$ cat src/rtl/dac_tx_pkg.sv
// rtl/dac_tx_pkg.sv - shared types, widths and sample conversion for the DAC SPI transmitter
package dac_tx_pkg;

    localparam int FRAME_W = 16;
    localparam int DATA_W  = 8;

    typedef enum logic [1:0] {
        ST_IDLE  = 2'd0,
        ST_SHIFT = 2'd1,
        ST_HOLD  = 2'd2,
        ST_GAP   = 2'd3
    } state_t;

    // Two's complement to offset binary is a flip of the sign bit.
    function automatic logic [DATA_W-1:0] to_offset_bin(input logic signed [DATA_W-1:0] s);
        return {~s[DATA_W-1], s[DATA_W-2:0]};
    endfunction

endpackage

$ cat src/rtl/dac_spi_tx_if.sv
// rtl/dac_spi_tx_if.sv - sample stream handshake into the DAC transmitter
interface dac_spi_tx_if;
    import dac_tx_pkg::*;

    logic signed [DATA_W-1:0] in_data;
    logic                     in_valid;
    logic                     in_ready;

    modport master (output in_data, output in_valid, input in_ready);
    modport slave  (input in_data, input in_valid, output in_ready);

endinterface

$ cat src/rtl/sclk_tick_gen.sv
// rtl/sclk_tick_gen.sv - half-period tick for sclk, realigned at every frame start
module sclk_tick_gen #(
    parameter int CLK_DIV = 4
) (
    input  logic clk,
    input  logic rst_n,
    input  logic clr,
    output logic tick
);

    logic [7:0] cnt;

    assign tick = (cnt == 8'(CLK_DIV - 1));

    always_ff @(posedge clk or negedge rst_n) begin
        if (!rst_n) begin
            cnt <= '0;
        end else if (clr || tick) begin
            cnt <= '0;
        end else begin
            cnt <= cnt + 8'd1;
        end
    end

endmodule

$ cat src/rtl/dac_spi_tx.sv
// rtl/dac_spi_tx.sv - serialises signed 8-bit samples into 16-bit DAC SPI frames
module dac_spi_tx
    import dac_tx_pkg::*;
#(
    parameter int         CLK_DIV = 4,
    parameter int         GAP     = 2,
    parameter logic [3:0] CMD     = 4'b0011
) (
    input  logic          clk,
    input  logic          rst_n,
    dac_spi_tx_if.slave   s,
    output logic          sclk,
    output logic          cs_n,
    output logic          sdo,
    output logic          busy,
    output logic          frame_done
);

    state_t                   state, state_nxt;
    logic                     hold_full;
    logic signed [DATA_W-1:0] hold_data;
    logic [FRAME_W-1:0]       frame, shreg, shreg_nxt;
    logic [4:0]               bit_cnt, bit_nxt;
    logic [7:0]               gap_cnt, gap_nxt;
    logic                     sclk_nxt, cs_nxt, fd_nxt;
    logic                     tick, start, accept, last_bit, gap_end;

    assign frame      = {CMD, to_offset_bin(hold_data), 4'b0000};
    assign last_bit   = (bit_cnt == 5'd15);
    assign gap_end    = (gap_cnt == 8'(GAP - 1));
    assign start      = (state_nxt == ST_SHIFT) && (state != ST_SHIFT);
    assign s.in_ready = !hold_full;
    assign accept     = s.in_valid && !hold_full;
    assign busy       = (state != ST_IDLE);
    assign sdo        = shreg[FRAME_W-1];

    sclk_tick_gen #(.CLK_DIV(CLK_DIV)) u_tick (
        .clk   (clk),
        .rst_n (rst_n),
        .clr   (start),
        .tick  (tick)
    );

    // The edge that launches a frame empties the holding register, so in_ready
    // is already low on that edge and a coincident sample waits one cycle.
    always_ff @(posedge clk or negedge rst_n) begin
        if (!rst_n) begin
            hold_full <= 1'b0;
            hold_data <= '0;
        end else if (start) begin
            hold_full <= 1'b0;
        end else if (accept) begin
            hold_full <= 1'b1;
            hold_data <= s.in_data;
        end
    end

    always_ff @(posedge clk or negedge rst_n) begin
        if (!rst_n) begin
            state      <= ST_IDLE;
            sclk       <= 1'b0;
            cs_n       <= 1'b1;
            frame_done <= 1'b0;
            shreg      <= '0;
            bit_cnt    <= '0;
            gap_cnt    <= '0;
        end else begin
            state      <= state_nxt;
            sclk       <= sclk_nxt;
            cs_n       <= cs_nxt;
            frame_done <= fd_nxt;
            shreg      <= shreg_nxt;
            bit_cnt    <= bit_nxt;
            gap_cnt    <= gap_nxt;
        end
    end

    always_comb begin
        state_nxt = state;
        case (state)
            ST_IDLE:  if (hold_full) state_nxt = ST_SHIFT;
            ST_SHIFT: if (tick && sclk && last_bit) state_nxt = ST_HOLD;
            ST_HOLD:  if (tick) state_nxt = ST_GAP;
            ST_GAP:   if (gap_end) state_nxt = hold_full ? ST_SHIFT : ST_IDLE;
            default:  state_nxt = ST_IDLE;
        endcase
    end

    always_comb begin
        sclk_nxt  = sclk;
        cs_nxt    = cs_n;
        fd_nxt    = 1'b0;
        shreg_nxt = shreg;
        bit_nxt   = bit_cnt;
        gap_nxt   = gap_cnt;
        if (start) begin
            cs_nxt    = 1'b0;
            sclk_nxt  = 1'b0;
            shreg_nxt = frame;
            bit_nxt   = '0;
        end else begin
            case (state)
                ST_SHIFT: begin
                    if (tick) begin
                        sclk_nxt = !sclk;
                        // Data only advances on the falling edge, after the DAC latched it.
                        if (sclk && !last_bit) begin
                            shreg_nxt = {shreg[FRAME_W-2:0], 1'b0};
                            bit_nxt   = bit_cnt + 5'd1;
                        end
                    end
                end
                ST_HOLD: begin
                    if (tick) begin
                        cs_nxt    = 1'b1;
                        shreg_nxt = '0;
                        fd_nxt    = 1'b1;
                        gap_nxt   = '0;
                    end
                end
                ST_GAP:  gap_nxt = gap_cnt + 8'd1;
                default: ;
            endcase
        end
    end

endmodule

$ cat src/flat_wrapper.sv
// flat-port wrapper written by rule: the top's interface ports become plain ports
module dac_spi_tx_flat import dac_tx_pkg::*;
#(
    parameter int         CLK_DIV = 4,
    parameter int         GAP     = 2,
    parameter logic [3:0] CMD     = 4'b0011
)
  (clk, rst_n, sclk, cs_n, sdo, busy, frame_done, s_in_data, s_in_valid, s_in_ready);
  dac_spi_tx_if s_i ();
  input  logic clk;
  input  logic rst_n;
  output logic sclk;
  output logic cs_n;
  output logic sdo;
  output logic busy;
  output logic frame_done;
  input wire logic [$bits(s_i.in_data)-1:0] s_in_data;
  input wire logic [$bits(s_i.in_valid)-1:0] s_in_valid;
  output wire logic [$bits(s_i.in_ready)-1:0] s_in_ready;
  assign s_i.in_data = s_in_data;
  assign s_i.in_valid = s_in_valid;
  assign s_in_ready = s_i.in_ready;
  dac_spi_tx #(.CLK_DIV(CLK_DIV), .GAP(GAP), .CMD(CMD)) u_core (.clk(clk), .rst_n(rst_n), .s(s_i), .sclk(sclk), .cs_n(cs_n), .sdo(sdo), .busy(busy), .frame_done(frame_done));
endmodule
$ cat config.mk
export PLATFORM = sky130hd
export DESIGN_NAME = dac_spi_tx_flat
export DESIGN_NICKNAME = d
export VERILOG_FILES = /design/src/rtl/dac_tx_pkg.sv /design/src/rtl/dac_spi_tx_if.sv /design/src/rtl/sclk_tick_gen.sv /design/src/rtl/dac_spi_tx.sv /design/src/flat_wrapper.sv
export SDC_FILE = /design/constraint.sdc
export NUM_CORES = 1
export LEC_CHECK = 0
export ABC_CLOCK_PERIOD_IN_PS = 5800
export CORE_AREA = 2 2 66 68
export DETAILED_ROUTE_END_ITERATION = 7
export DIE_AREA = 0 0 68 70
export HOLD_SLACK_MARGIN = 0.08
export PLACE_DENSITY = 0.94
export SYNTH_ARGS = -nofsm -noshare
export SYNTH_HDL_FRONTEND = slang
export SYNTH_HIERARCHICAL = 1
export SYNTH_SLANG_ARGS = --single-unit
export TNS_END_PERCENT = 20
$ cat constraint.sdc
create_clock -name clk -period 5.8 [get_ports clk]
set_input_delay 1.16 -clock clk [delete_from_list [all_inputs] [get_ports clk]]
set_output_delay 1.16 -clock clk [all_outputs]
set_load 0.1 [all_outputs]
Figure 1. Supply network.
Scale: 6 px per µm. Pins as bars on the die edge. Tap cells in grey.
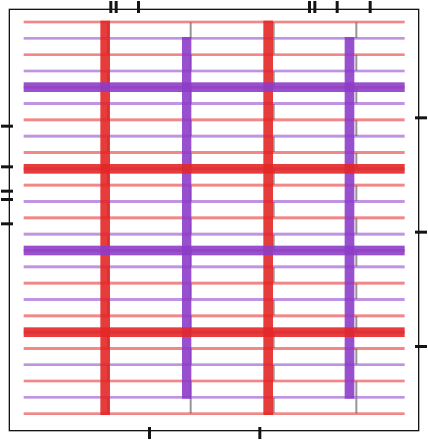
colour	net
purple	VDD
red	VSS
rows	24
signal pins	17
met1 rails	25
tap cells	52

Figure 2. Placed cells, one colour a class.
Scale: 6 px per µm. Fill, decap, tap and diode cells in grey.
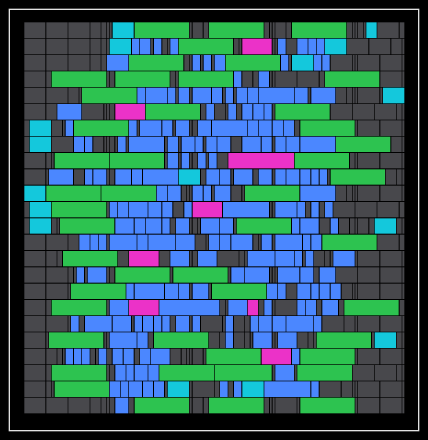
colour	class	cells	share of their area
cyan	other buffers and delay cells	16	5.7%
magenta	clock drivers and dummy loads	8	4.3%
blue	combinational and other logic	196	46%
green	flops	47	43%
Rows: 24
cell area after layout: 0.00277 mm²
fraction of area in registers: 42.5%
post-layout util: 66.9%
core area: 0.00414 mm²

Figure 3. Clock wires, drivers and flops.
Scale: 6 px per µm.
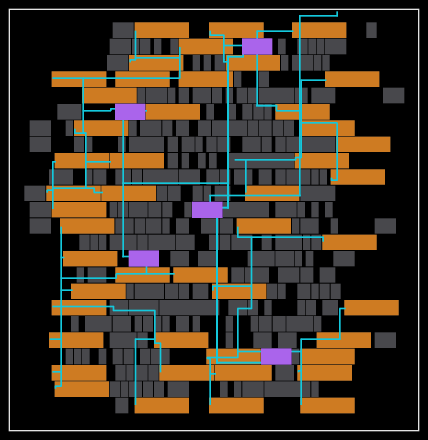
[orange] flip-flops | count: 47
[purple] clock drivers | count: 5
[cyan] clock wires | length: 548 µm
routed clock nets	6
Clock power frac: 24.2%
Clk. pwr: 0.251 mW
clk_lat worst skew: 310 ps
Clock Skews: 2.77 ps

==> results.py <==
# Physical implementation metrics
metrics = {
    "timing": {
        "fin_ws_ps": 2220,
        "slew_viol_final": 0,
        "slew_headroom_pct": 32.6,
        "hold_viol": 0,
        "setup_tns_ps": 0,
    },
    "pwr": {
        "p_leak_nw": 1.21,
        "p_per_area_mw_per_mm2": 374,
        "pwr-share-comb_pct": 27.8,
    },
    "logic_synthesis": {
        "netlist_instances": 253,
        "syn_area_mm2": 0.00248,
        "ys_chip_area_mm2": 0.00248,
        "synth_cell_type_count": 47,
        "ys_ff": 47,
        "edf_count": 0,
        "top_cells_by_area": "dfrtp_1 (46%), nor2_1 (5.3%), o41ai_2 (3.9%)",
        "synth_nets": 270,
    },
    "detailed_routing": {
        "vias": 1955,
        "wl_um": 5010,
        "routed_via_density": 6.13,
        "final_antenna_net_count": 0,
        "wl_met2_um": 2480,
    },
    "layout": {
        "flop-count": 47,
        "clk_share_pct": 4.24,
        "final_cells": 319,
        "fillers": 311,
        "inverters": 18,
        "comb_cells": 178,
        "largest_register_ffs": 12,
    },
    "global_routing": {
        "grt_overflow": 0,
    },
    "floorplan": {
        "fp.dieW_um": 68,
    },
    "worst_setup_path": {
        "worstReg2RegStart": "u_core/u_tick/cnt[0]",
        "r2r-end": "u_core/shreg[6]",
        "endpoint": "busy",
    },
    "placed_design": {
        "dp.cells": 311,
        "post-place-ws_ps": 2550,
        "port_buffers": 16,
    },
    "clock_tree": {
        "cts_resized": 0,
        "cts_tree": "yes",
    },
    "status": {
        "status": "completed",
    },
}
Figure 4. Signal wires by layer.
Scale: 6 px per µm.
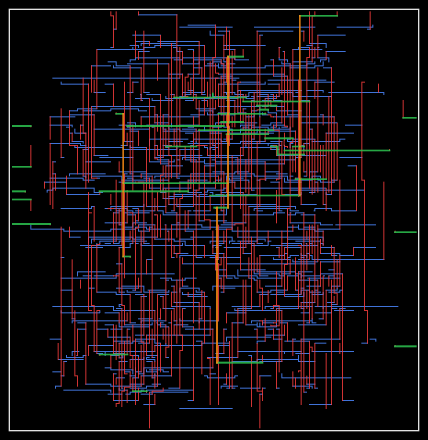
colour	layer	wire length
red	metal 2	2480 µm
green	metal 3	217 µm
orange	metal 4	105 µm
blue	metal 1	2210 µm

Figure 5. Routing congestion.
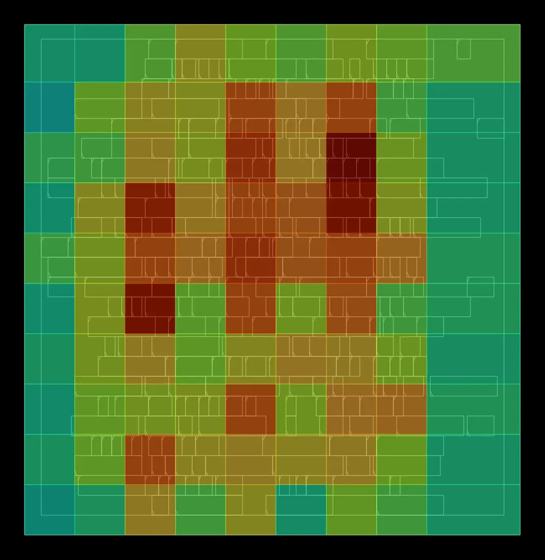
Total Routing Usage GR: 23.7%
Most Crowded Layer GR: met2
Routed wire per std cell: 15.7 µm
met2 Usage GRT: 36.0%

==> synthesized netlist by cell type, types with 6 or more instances <==
library cell  number
dfrtp_1           46
o22ai_1            7
a21oi_1           15
o41ai_2            6
inv_1             17
o21ai_0           16
and3_1             6
nand2_1           15
clkbuf_1           9
nor2_1            35
nand3_1           17
ha_1               6
==> cell families after synthesis <==
group | synth area share [%]
and+or+nand+nor | 21.2
AOI/OAI and AO/OA | 17.3
DFF | 47.5
buffers and inverters | 4.54
xor gates and xnor gates | 3.53
muxes | 2.98
adders and majority gates | 3.03
==> critical path, stage by stage (launching register included) <==
cell             delay (ps)
dfrtp_1                 760
nor2_1                  140
inv_1                    80
clkdlybuf4s50_1        1120
No activity file was given, so power comes from the tool's default toggle rates.
